Figure 1. Floorplan with the power grid (run 1).
Scale: 4 px per um. Pins as bars on the die edge. Tap cells in gray.
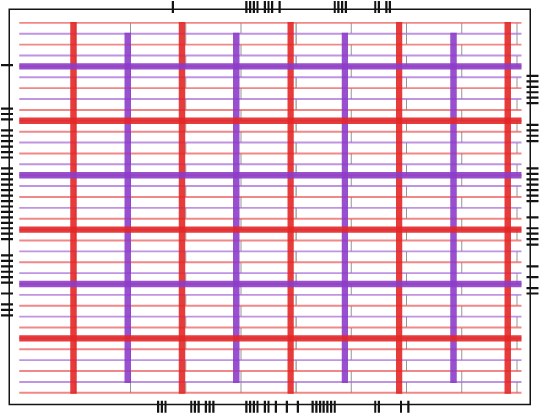
Figure 2. Cell classes on the final placement (run 1).
Scale: 4 px per um. Fill, decap, tap and diode cells in gray.
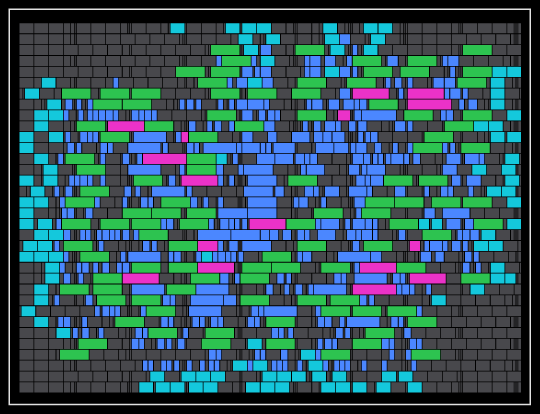
Figure 3. Routed clock nets over the placement (run 1).
Scale: 3 px per um.
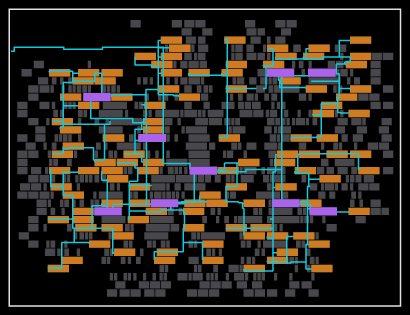
## src/rtl/chunked_serial_subtractor_pkg.sv

```systemverilog
// Shared types and elaboration helpers for the chunked serial subtractor.
package chunked_serial_subtractor_pkg;

   localparam int unsigned STATE_W = 2;

   typedef enum logic [STATE_W-1:0] {
      IDLE = 2'd0,
      RUN  = 2'd1,
      DONE = 2'd2
   } state_t;

   // Legal geometry: at least two bits, non-zero chunk, whole number of chunks.
   function automatic bit geometry_ok(input int unsigned width, input int unsigned chunk);
      return (width >= 2) && (chunk != 0) && ((width % chunk) == 0);
   endfunction

endpackage

```

## src/rtl/chunked_serial_subtractor_chunk.sv

```systemverilog
// Combinational CHUNK-bit ripple of full-subtractor cells.
module chunked_serial_subtractor_chunk #(
   parameter int unsigned CHUNK = 8
) (
   input  logic [CHUNK-1:0] a,
   input  logic [CHUNK-1:0] b,
   input  logic             b_in,
   output logic [CHUNK-1:0] diff,
   output logic             b_out
);

   logic [CHUNK:0] chain;

   // Borrow ripples from bit 0 upward; a cell borrows when a<b, or a==b with a borrow in.
   always_comb begin
      chain    = '0;
      diff     = '0;
      chain[0] = b_in;
      for (int i = 0; i < int'(CHUNK); i++) begin
         diff[i]    = a[i] ^ b[i] ^ chain[i];
         chain[i+1] = (~a[i] & b[i]) | (~(a[i] ^ b[i]) & chain[i]);
      end
      b_out = chain[CHUNK];
   end

endmodule

```

## src/rtl/chunked_serial_subtractor.sv

```systemverilog
// Multi-cycle subtractor: diff = a - b - b_in, CHUNK bits per cycle, valid/ready on both sides.
module chunked_serial_subtractor
   import chunked_serial_subtractor_pkg::*;
#(
   parameter int unsigned WIDTH = 32,
   parameter int unsigned CHUNK = 8
) (
   input  logic             clk,
   input  logic             rst,
   input  logic             in_valid,
   output logic             in_ready,
   input  logic [WIDTH-1:0] a,
   input  logic [WIDTH-1:0] b,
   input  logic             b_in,
   output logic             out_valid,
   input  logic             out_ready,
   output logic [WIDTH-1:0] diff,
   output logic             b_out,
   output logic             ovf,
   output logic             zero
);

   localparam int unsigned NCHUNK = WIDTH / CHUNK;
   localparam int unsigned IDXW   = $clog2(NCHUNK) + 1;

   if (!geometry_ok(WIDTH, CHUNK)) begin : g_bad_geometry
      $error("chunked_serial_subtractor: WIDTH must be >= 2 and a multiple of CHUNK");
   end

   state_t            state;
   logic [IDXW-1:0]   idx;
   logic [WIDTH-1:0]  a_q;
   logic [WIDTH-1:0]  b_q;
   logic              borrow_q;
   logic [31:0]       ofs;
   logic [CHUNK-1:0]  chunk_a;
   logic [CHUNK-1:0]  chunk_b;
   logic [CHUNK-1:0]  chunk_d;
   logic              chunk_bo;
   logic [WIDTH-1:0]  diff_nx;
   logic              last;

   // Select the current operand slices and splice the new slice into the running result.
   always_comb begin
      ofs     = 32'(idx) * 32'(CHUNK);
      chunk_a = a_q[ofs +: CHUNK];
      chunk_b = b_q[ofs +: CHUNK];
      diff_nx = diff;
      diff_nx[ofs +: CHUNK] = chunk_d;
      last    = (idx == IDXW'(NCHUNK - 1));
   end

   chunked_serial_subtractor_chunk #(.CHUNK(CHUNK)) u_chunk (
      .a     (chunk_a),
      .b     (chunk_b),
      .b_in  (borrow_q),
      .diff  (chunk_d),
      .b_out (chunk_bo)
   );

   // Control FSM with registered handshakes, result and flags.
   always_ff @(posedge clk) begin
      if (rst) begin
         state     <= IDLE;
         idx       <= '0;
         borrow_q  <= 1'b0;
         a_q       <= '0;
         b_q       <= '0;
         in_ready  <= 1'b1;
         out_valid <= 1'b0;
         diff      <= '0;
         b_out     <= 1'b0;
         ovf       <= 1'b0;
         zero      <= 1'b0;
      end else begin
         case (state)
            IDLE: begin
               if (in_valid) begin
                  a_q      <= a;
                  b_q      <= b;
                  borrow_q <= b_in;
                  idx      <= '0;
                  in_ready <= 1'b0;
                  state    <= RUN;
               end
            end
            RUN: begin
               diff     <= diff_nx;
               borrow_q <= chunk_bo;
               idx      <= idx + IDXW'(1);
               if (last) begin
                  state     <= DONE;
                  out_valid <= 1'b1;
                  b_out     <= chunk_bo;
                  ovf       <= (a_q[WIDTH-1] ^ b_q[WIDTH-1]) & (a_q[WIDTH-1] ^ diff_nx[WIDTH-1]);
                  zero      <= (diff_nx == '0);
               end
            end
            DONE: begin
               if (out_ready) begin
                  out_valid <= 1'b0;
                  in_ready  <= 1'b1;
                  state     <= IDLE;
               end
            end
            default: begin
               state    <= IDLE;
               in_ready <= 1'b1;
            end
         endcase
      end
   end

endmodule
```

## config.mk

```make
export PLATFORM = sky130hd
export DESIGN_NAME = chunked_serial_subtractor
export DESIGN_NICKNAME = d
export VERILOG_FILES = /design/src/rtl/chunked_serial_subtractor_pkg.sv /design/src/rtl/chunked_serial_subtractor_chunk.sv /design/src/rtl/chunked_serial_subtractor.sv
export SDC_FILE = /design/constraint.sdc
export NUM_CORES = 1
export LEC_CHECK = 0
export ABC_CLOCK_PERIOD_IN_PS = 14300
export CORE_ASPECT_RATIO = 0.75
export CORE_MARGIN = 2
export CORE_UTILIZATION = 40
export CTS_CLUSTER_DIAMETER = 80
export DETAILED_ROUTE_END_ITERATION = 10
export PLACE_DENSITY = 0.65
export SLEW_MARGIN = 10
export SYNTH_ARGS = -nofsm -noshare
export SYNTH_HDL_FRONTEND = slang
export SYNTH_SLANG_ARGS = --single-unit
```

## constraint.sdc

```tcl
create_clock -name clk -period 14.3 [get_ports clk]
set_input_delay 3.575 -clock clk [delete_from_list [all_inputs] [get_ports clk]]
set_output_delay 3.575 -clock clk [all_outputs]
set_load 0.1 [all_outputs]
```

==> job_summary.md, run 1 <==
### Flow metrics

| Metric | Value |
|---|---|
| Hold Worst Slack | `0.454 ns` |
| Power dissipated in combinational cells | `0.149 mW` |
| FFs w/ async S/R, synth | `0%` |
| CP startpoint | `diff[7]` |
| Cell at the slowest stage of the critical path | `sky130_fd_sc_hd__clkdlybuf4s50_1` |
| Total sequential power | `0.322 mW` |
| Power share of the clock group | `37.9%` |
| Chip area in the Yosys report | `0.00475 mm2` |
| Drc violations | `0` |
| Top cells by count, synth | `sky130_fd_sc_hd__nand2_1, sky130_fd_sc_hd__dfxtp_1, sky130_fd_sc_hd__a21oi_1` |
| Count of final setup violators | `0` |
| Layout sequential cell count | `107` |
| Synthesis-to-finish area growth | `30.8%` |
| Placed inst area | `0.00587 mm2` |
| Post-synth net total | `629` |
| Power density normalized to cell area | `122 mW/mm2` |
| OpenROAD warnings | `32` |
| Met1 Usage GRT | `29.5%` |
| Post-synthesis sequential element count | `107` |
| Endpoint of the most critical setup path | `diff[7]` |
| Outcome | `finished clean` |
| Count of flip-flops with a built-in enable after synthesis | `0` |
| Final Max-Slew Violation Tally | `0` |
| Hold-fix buffers at CTS | `0` |
Back to the opening pictures, Figure 1:
Key: VDD = purple; VSS = red
106 signal pins sit on the boundary. 9 straps on met4. 35 met1 rails follow the rows. 6 straps on met5. The core has 34 rows.
Core ar.: 0.0116 mm2
die height: 98.4 um
die outline width: 130 um
peak ir drop on the vdd network: 0.0717 mV

Back to the opening pictures, Figure 2:
Key: all other logic = blue [cells 402]; clock drivers and dummy loads = magenta [cells 16]; flip-flops = green [cells 107]; other buffers and delay cells = cyan [cells 109]
post-route cell area: 0.00622 mm2
number of cell rows: 34

Back to the opening pictures, Figure 3:
Key: cells driving clock nets = purple [count 9]; flip-flops = orange [count 107]; clock wires = cyan [length 1230 um]
Position of the flops: spread over the die.

Figure 4. Metal layers overlaid (run 1).
Scale: 4 px per um.
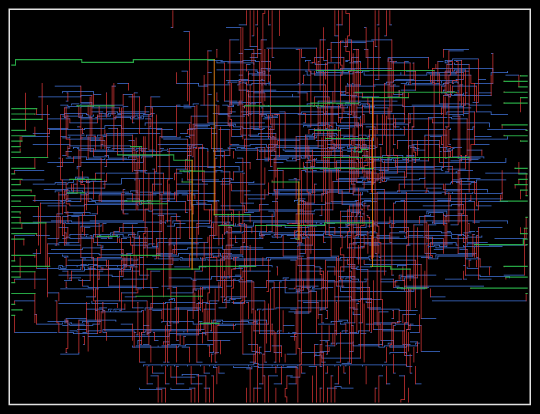

==> run 2, diff against run 1 <==
--- a/config.mk
+++ b/config.mk
@@ -5,7 +5,7 @@
 export SDC_FILE = /design/constraint.sdc
 export NUM_CORES = 1
 export LEC_CHECK = 0
-export ABC_CLOCK_PERIOD_IN_PS = 14300
+export ABC_CLOCK_PERIOD_IN_PS = 5800
 export CORE_ASPECT_RATIO = 0.75
 export CORE_MARGIN = 2
 export CORE_UTILIZATION = 40
==> constraint.sdc (replaced) <==
create_clock -name clk -period 5.8 [get_ports clk]
set_input_delay 1.45 -clock clk [delete_from_list [all_inputs] [get_ports clk]]
set_output_delay 1.45 -clock clk [all_outputs]
set_load 0.1 [all_outputs]
Figure 5. Metal layers overlaid (run 2).
Scale: 4 px per um.
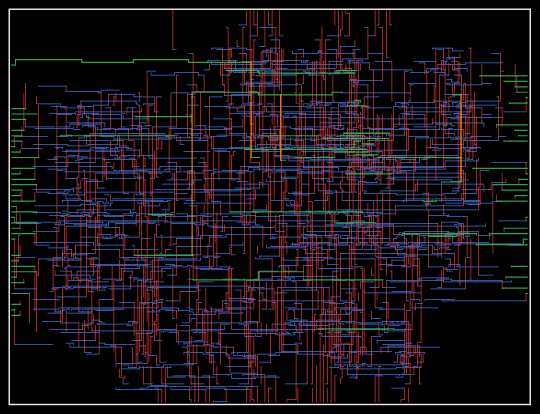
Key: met4 = orange [wire length 103 um]; met3 = green [wire length 744 um]; met1 = blue [wire length 5910 um]; met2 = red [wire length 5500 um]

Figure 6. Floorplan with the power grid (run 2).
Scale: 4 px per um. Pins as bars on the die edge. Tap cells in gray.
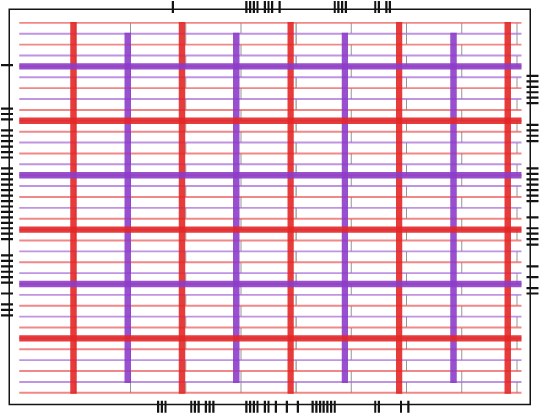
Key: VSS = red; VDD = purple
35 met1 rails follow the rows. The core has 34 rows. 162 tap cells. 106 signal pins sit on the boundary. 9 straps on met4.
peak ir drop on the vdd network: 0.155 mV

==> run 2 against run 1 <==
  * Die area is the same
  * Sequential power is 150% higher
  * Hold slack barely moved
  * Critical path depth rose by 15
  * Setup slack lost 8.4 ns
  * Critical path type is now register to register
  * Highest routed layer unchanged
==> job_summary.md, run 2 <==
### Flow metrics

| Metric | Value |
|---|---|
| Hold-fix buffers at CTS | `0 (unchanged)` |
| Post-route cell area | `0.00615 mm2 (-1.2%)` |
| Remaining antenna violation count | `0` |
| OpenROAD warnings | `32 (unchanged)` |
| Layout sequential cell count | `107 (unchanged)` |
| Outcome | `finished clean` |
| Number of cell rows | `34 (unchanged)` |
| Worst R2R Setup Slack | `0.40 ns` |
| Core ar. | `0.0116 mm2 (unchanged)` |
| Met1 Usage GRT | `29.5% (-0.031 points)` |
| Top cells by count, synth | `sky130_fd_sc_hd__nand2_1, sky130_fd_sc_hd__dfxtp_1, sky130_fd_sc_hd__a21oi_1` |
| Cell at the slowest stage of the critical path | `sky130_fd_sc_hd__dfxtp_1` |
| Design internal power | `1.20 mW` |
| FFs w/ async S/R, synth | `0% (unchanged)` |
| Power density normalized to cell area | `276 mW/mm2 (+130%)` |
| Die outline width | `130 um (unchanged)` |
| Logic pwr share | `21.7%` |
| Endpoint of the most critical setup path | `zero` |
| Top cells by area | `sky130_fd_sc_hd__dfxtp_1, sky130_fd_sc_hd__nand2_1, sky130_fd_sc_hd__a21oi_1` |
| Count of final setup violators | `0 (unchanged)` |
| Hold Worst Slack | `0.454 ns (-0.000481 ns)` |
| Post-synth net total | `629 (unchanged)` |
| Placed inst area | `0.00589 mm2 (+0.26%)` |
| Post-synthesis sequential element count | `107 (unchanged)` |
| Chip area in the Yosys report | `0.00475 mm2 (unchanged)` |
| Least-Margin Pin Slew | `1.11 ns` |
| CP startpoint | `idx[1]` |
Power is estimated from default activity; no workload was simulated.
